### src/rtl/div_unit_if.sv
// Request/response handshake bundle for the 32-bit RV32M divider.
interface div_unit_if;
  logic        in_valid;
  logic        in_ready;
  logic [31:0] op1;
  logic [31:0] op2;
  logic [1:0]  div_op;
  logic        out_valid;
  logic        out_ready;
  logic [31:0] out;

  modport master (
    output in_valid, op1, op2, div_op, out_ready,
    input  in_ready, out_valid, out
  );

  modport slave (
    input  in_valid, op1, op2, div_op, out_ready,
    output in_ready, out_valid, out
  );
endinterface

### src/rtl/div_unit.sv
// RV32M DIV/DIVU/REM/REMU: radix-2 restoring divider on magnitudes, 32 iterations,
// with divide-by-zero and signed-overflow results produced without iterating.
module div_unit (
  input logic       clk,
  input logic       rst,
  div_unit_if.slave bus
);
  typedef enum logic [1:0] {IDLE, CALC, DONE} state_t;

  state_t      state, state_nxt;
  logic [4:0]  cnt;
  logic [31:0] quo, rem, dvs, res;
  logic        neg_q, neg_r, want_rem;

  logic        accept, is_signed, div_zero, sgn_ovf, special;
  logic [31:0] mag1, mag2, spec_res;
  logic [32:0] rem_sh, diff;
  logic [31:0] quo_step, rem_step, final_res;

  // Two's-complement magnitude; 0x80000000 maps to unsigned 2^31.
  function automatic logic [31:0] magnitude(input logic [31:0] v, input logic sgn);
    return (sgn && v[31]) ? (~v + 32'd1) : v;
  endfunction

  function automatic logic [31:0] cond_neg(input logic [31:0] v, input logic neg);
    return neg ? (~v + 32'd1) : v;
  endfunction

  always_comb begin
    accept    = bus.in_valid && (state == IDLE);
    is_signed = !bus.div_op[0];
    div_zero  = (bus.op2 == 32'd0);
    sgn_ovf   = is_signed && (bus.op1 == 32'h8000_0000) && (bus.op2 == 32'hFFFF_FFFF);
    special   = div_zero || sgn_ovf;
    mag1      = magnitude(bus.op1, is_signed);
    mag2      = magnitude(bus.op2, is_signed);
    spec_res  = 32'd0;
    if (div_zero)
      spec_res = bus.div_op[1] ? bus.op1 : 32'hFFFF_FFFF;
    else
      spec_res = bus.div_op[1] ? 32'd0 : 32'h8000_0000;
  end

  // One restoring step: shift the next dividend bit into the partial remainder,
  // keep the subtraction only when it does not go negative.
  always_comb begin
    rem_sh = {1'b0, rem} << 1;
    rem_sh[0] = quo[31];
    diff   = rem_sh - {1'b0, dvs};
    if (!diff[32]) begin
      rem_step = diff[31:0];
      quo_step = {quo[30:0], 1'b1};
    end else begin
      rem_step = rem_sh[31:0];
      quo_step = {quo[30:0], 1'b0};
    end
    final_res = want_rem ? cond_neg(rem_step, neg_r) : cond_neg(quo_step, neg_q);
  end

  always_ff @(posedge clk) begin
    if (rst) state <= IDLE;
    else     state <= state_nxt;
  end

  always_comb begin
    state_nxt = state;
    case (state)
      IDLE:    if (accept) state_nxt = special ? DONE : CALC;
      CALC:    if (cnt == 5'd31) state_nxt = DONE;
      DONE:    if (bus.out_ready) state_nxt = IDLE;
      default: state_nxt = IDLE;
    endcase
  end

  always_comb begin
    bus.in_ready  = (state == IDLE);
    bus.out_valid = (state == DONE);
    bus.out       = (state == DONE) ? res : 32'd0;
  end

  always_ff @(posedge clk) begin
    if (rst) begin
      cnt      <= 5'd0;
      quo      <= 32'd0;
      rem      <= 32'd0;
      dvs      <= 32'd0;
      res      <= 32'd0;
      neg_q    <= 1'b0;
      neg_r    <= 1'b0;
      want_rem <= 1'b0;
    end else begin
      case (state)
        IDLE: begin
          if (accept) begin
            if (special) begin
              res <= spec_res;
            end else begin
              quo      <= mag1;
              dvs      <= mag2;
              rem      <= 32'd0;
              cnt      <= 5'd0;
              neg_q    <= is_signed && (bus.op1[31] ^ bus.op2[31]);
              neg_r    <= is_signed && bus.op1[31];
              want_rem <= bus.div_op[1];
            end
          end
        end
        CALC: begin
          quo <= quo_step;
          rem <= rem_step;
          cnt <= cnt + 5'd1;
          if (cnt == 5'd31) res <= final_res;
        end
        default: ;
      endcase
    end
  end
endmodule

### src/flat_wrapper.sv
// flat-port wrapper written by rule: the top's interface ports become plain ports
module div_unit_flat 
  (clk, rst, bus_in_valid, bus_op1, bus_op2, bus_div_op, bus_out_ready, bus_in_ready, bus_out_valid, bus_out);
  div_unit_if bus_i ();
  input logic clk;
  input logic rst;
  input wire logic [$bits(bus_i.in_valid)-1:0] bus_in_valid;
  input wire logic [$bits(bus_i.op1)-1:0] bus_op1;
  input wire logic [$bits(bus_i.op2)-1:0] bus_op2;
  input wire logic [$bits(bus_i.div_op)-1:0] bus_div_op;
  input wire logic [$bits(bus_i.out_ready)-1:0] bus_out_ready;
  output wire logic [$bits(bus_i.in_ready)-1:0] bus_in_ready;
  output wire logic [$bits(bus_i.out_valid)-1:0] bus_out_valid;
  output wire logic [$bits(bus_i.out)-1:0] bus_out;
  assign bus_i.in_valid = bus_in_valid;
  assign bus_i.op1 = bus_op1;
  assign bus_i.op2 = bus_op2;
  assign bus_i.div_op = bus_div_op;
  assign bus_i.out_ready = bus_out_ready;
  assign bus_in_ready = bus_i.in_ready;
  assign bus_out_valid = bus_i.out_valid;
  assign bus_out = bus_i.out;
  div_unit u_core (.clk(clk), .rst(rst), .bus(bus_i));
endmodule
### config.mk
export PLATFORM = sky130hd
export DESIGN_NAME = div_unit_flat
export DESIGN_NICKNAME = d
export VERILOG_FILES = /design/src/rtl/div_unit_if.sv /design/src/rtl/div_unit.sv /design/src/flat_wrapper.sv
export SDC_FILE = /design/constraint.sdc
export NUM_CORES = 1
export LEC_CHECK = 0
export CAP_MARGIN = 10
export CORE_UTILIZATION = 39
export DETAILED_ROUTE_END_ITERATION = 8
export GPL_ROUTABILITY_DRIVEN = 0
export MAX_ROUTING_LAYER = met4
export PLACE_DENSITY = 0.61
export SYNTH_ARGS = -nofsm -noshare
export SYNTH_HDL_FRONTEND = slang
export SYNTH_SLANG_ARGS = --single-unit
### constraint.sdc
create_clock -name clk -period 5.5 [get_ports clk]
set_clock_uncertainty 0.2 [all_clocks]
set_input_delay 1.65 -clock clk [delete_from_list [all_inputs] [get_ports clk]]
set_output_delay 1.65 -clock clk [all_outputs]
set_load 0.1 [all_outputs]
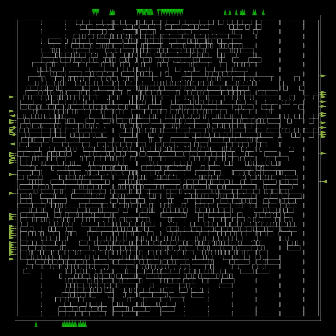
Figure 1: run 1, cell outlines without signal wires.
final cell count without fillers: 2,146
# rows: 63

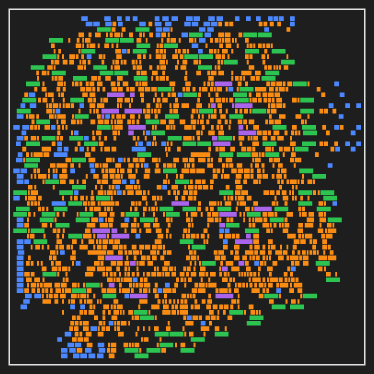
Figure 2: run 1, placement by cell class.
(2 px per um)
purple -> clock drivers and dummy loads  # cells 32
orange -> combinational and other logic  # cells 1,427
blue -> other buffers and delay cells  # cells 159
green -> flops  # cells 138
final core utilization: 47.0%
Core Region: 29,900 um2
Final Instance Area: 14,000 um2

==> results.json, run 1 <==
{
  "seq_area_share_pct": 19.7,
  "worstSetupStartpointType": "flip-flop",
  "antennaDiodeCount": 0,
  "grt_max_degree": 80,
  "holdPathEnd": "u_core.res[25]",
  "max_freq_mhz": 192,
  "finalClockPeriodUsage_pct": 94.5,
  "fin_nets": 1853,
  "cts_buffer_depth": 2,
  "power.sequential.fraction_pct": 30.7,
  "seq_area_um2": 2760,
  "drc": 0,
  "detailedPlacementHpwl_um": 32500,
  "clk-power_w": 0.00111,
  "p_comb_w": 0.00141,
  "sh_comb_area_pct": 61.2,
  "layout-drive-gt1-share_pct": 9.23,
  "rr_worst_depth": 21,
  "power.density_nw_per_um2": 260,
  "dpl.cell_count": 2113,
  "outcome": "finished, final reports clean",
  "grt_pass1_vias": 11826
}
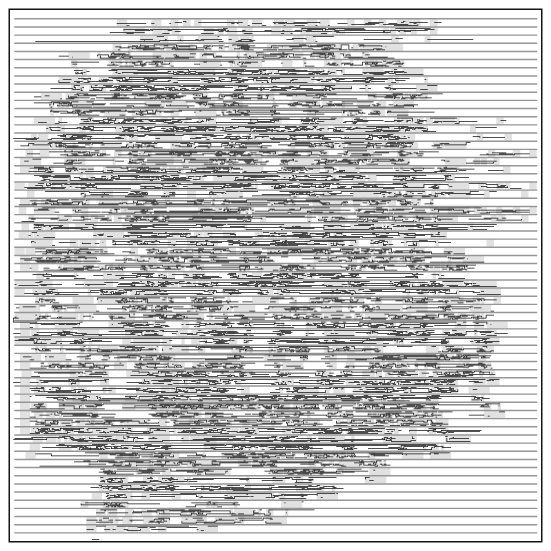
Figure 3: run 1, met1 routing.
(3 px per um) Supply wires on this layer in gray.
wire length on this layer = 19,900 um
nets with wire on the layer = 1,732
share of all routed wire = 47%
Vias: 12,958
GR Util met1: 38.7%
total length of routed wires: 42,800 um

## run 1: layer usage
layer	up-vias	wire length, um	GRT usage [%]
met5	-	0	-
met4	0	861	7.61
met3	54	2960	4.06
met2	524	19000	42.2
met1	6122	19900	38.7
li1	6258	-	-
## run 1: state kept, by name, summed over array words and instances, names as in the netlist
| name | flops |
|---|---|
| u_core.neg_r | 1 |
| u_core.state | 2 |
| u_core.neg_q | 1 |
| u_core.rem | 32 |
| u_core.quo | 32 |
| u_core.res | 32 |
| u_core.dvs | 32 |
| u_core.want_rem | 1 |
| u_core.cnt | 5 |
## run 1: synthesized netlist by cell type (7+ instances only)
cell type,number
a211oi_1,50
a21o_1,8
a21oi_1,124
a221oi_1,9
a22oi_1,13
a311oi_1,15
a31oi_1,34
and2_1,44
and3_1,9
and4_1,8
buf_1,16
buf_2,20
clkbuf_1,75
dfxtp_1,138
ha_1,39
inv_1,62
mux2i_1,26
nand2_1,119
nand2b_1,16
nand3_1,24
nand4_1,19
nor2_1,251
nor2b_1,10
nor3_1,59
nor3b_1,7
nor4_1,47
o211ai_1,26
o21a_1,12
o21ai_0,93
o21ai_1,13
o31ai_1,30
o41ai_1,12
or3_1,14
or4_1,11
xnor2_1,71
xor2_1,60
## run 1: timing repair
action | 4_1_cts | 5_1_grt
setup buffers | 0 | 1
hold endpoints to repair | 0 | 0
hold buffers | 0 | 0
setup endpoints to repair | 0 | 12
gates resized | 0 | 12
## run 1: worst max-delay path by stage
stage | depth (start not counted) | to
floorplan | 25 | u_core.res[18]
global placement | 12 | u_core.res[21]
detailed placement | 12 | u_core.res[21]
CTS | 21 | u_core.res[18]
global route | 22 | u_core.res[30]
finish | 21 | u_core.res[18]
Figure 4. Local utilization (run 1).
(2 px per um) 18 x 18 tiles, from dark blue (low) to red (high), 0 to 100% covered.
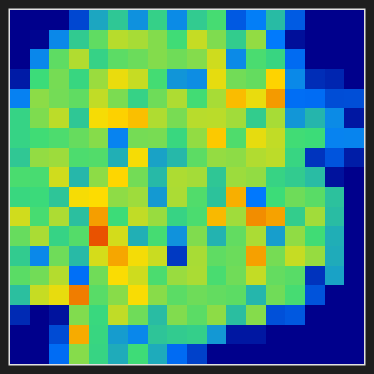

==> inputs of run 2 (changes only) <==
- CORE_MARGIN: default -> 2
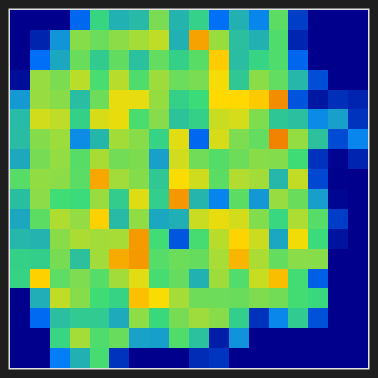
Figure 5: run 2, local utilization.
(2 px per um) 18 x 18 tiles, from dark blue (low) to red (high), 0 to 100% covered.
fullest tile = 85%
tiles over 75% full = 5.6%
nearly empty tiles = 16%
emptiest ninth of the die = south-east
mean over tiles = 42%
final core utilization: 46.3%
FP Util: 39.4%

==> results.json, run 2 <==
{
  "cp_num_cells": 22,
  "grt_pass1_vias": 11737,
  "worstSetupStartpointType": "flip-flop",
  "core-area_um2": 30300,
  "power.density_nw_per_um2": 264,
  "met1_length_um": 19600,
  "global_route.usage.met1_pct": 37.5,
  "max_freq_mhz": 192,
  "fin_nets": 1851,
  "drt_wl_total_um": 43000,
  "seq_area_um2": 2760,
  "layout-drive-gt1-share_pct": 9.06,
  "vias": 12981,
  "met3_length_um": 3170,
  "holdBufCountCts": 0,
  "post-synth-top-count-cell": "nor2_1",
  "maxUsedRoutingLayer": "met4",
  "drc": 0,
  "ys_top_cells_by_count": "251 x nor2_1, 138 x dfxtp_1, 124 x a21oi_1, 119 x nand2_1, 93 x o21ai_0",
  "antennaDiodeCount": 0,
  "detailedPlacementHpwl_um": 32400,
  "fin_area_um2": 14100,
  "core.rowCount": 64,
  "rsz0062_at_grt": "false",
  "grt_max_degree": 92,
  "grt_pass1_wl_um": 66400,
  "syn_to_final_growth_pct": 17.6,
  "outcome": "finished, final reports clean",
  "rr_worst_depth": 22,
  "use_met2_pct": 41.7,
  "clock.latency.late_pin_ns": 0.43,
  "busiest_layer": "met2"
}
run 2: cell type report:
type                            count  area share (%)
Multi-Input combinational cell   1364            60.9
Sequential cell                   138            19.7
Timing Repair Buffer              157            9.97
Tap cell                          396            3.53
Clock buffer                       17            3.03
Inverter                           63            1.68
Clock inverter                     15            1.21
run 2: cells by family after synthesis:
| kind of cell | after synthesis | synth area share (%) |
|---|---|---|
| AOI/OAI and AO/OA | 502 | 27.8 |
| xor gates and xnor gates | 131 | 9.61 |
| adders and majority gates | 40 | 4.25 |
| buffers and inverters | 176 | 5.83 |
| DFF | 138 | 23.1 |
| muxes | 32 | 2.74 |
| and+or+nand+nor | 659 | 26.6 |
run 2: tightest hold or removal path, delay by kind of cell, from the launching register on:
family             cells  cell delay (ns)
DFF                    1             0.32
AOI/OAI and AO/OA      1             0.06
and+or+nand+nor        1             0.04
run 2: metrics by stage:
step	std cells	util (%)
after floorplan	1678	-
after global placement	2117	44.2
after detailed placement	2117	44.2
after CTS	2149	46.2
after global routing	2150	46.3
final	2150	46.3
run 2: what timing repair did:
action / 4_1_cts / 5_1_grt
setup endpoints to repair: 0 / 12
buffers inserted: 0 / 1
gates resized: 0 / 8
run 2: where the power goes:
part	internal [W]	leakage, nW	switching [W]
registers	0.00106	1.13	0.0000632
clock network	0.000651	0.295	0.000542
logic	0.000521	3.83	0.000878
run 2: worst paths after layout:
check | start | to
worst min-delay path | u_core.res[25] | u_core.res[25]
worst max-delay path | u_core.quo[31] | u_core.res[24]
worst min register to register | u_core.res[25] | u_core.res[25]
worst max register to register | u_core.quo[31] | u_core.res[24]
Power is estimated from default activity; no workload was simulated.
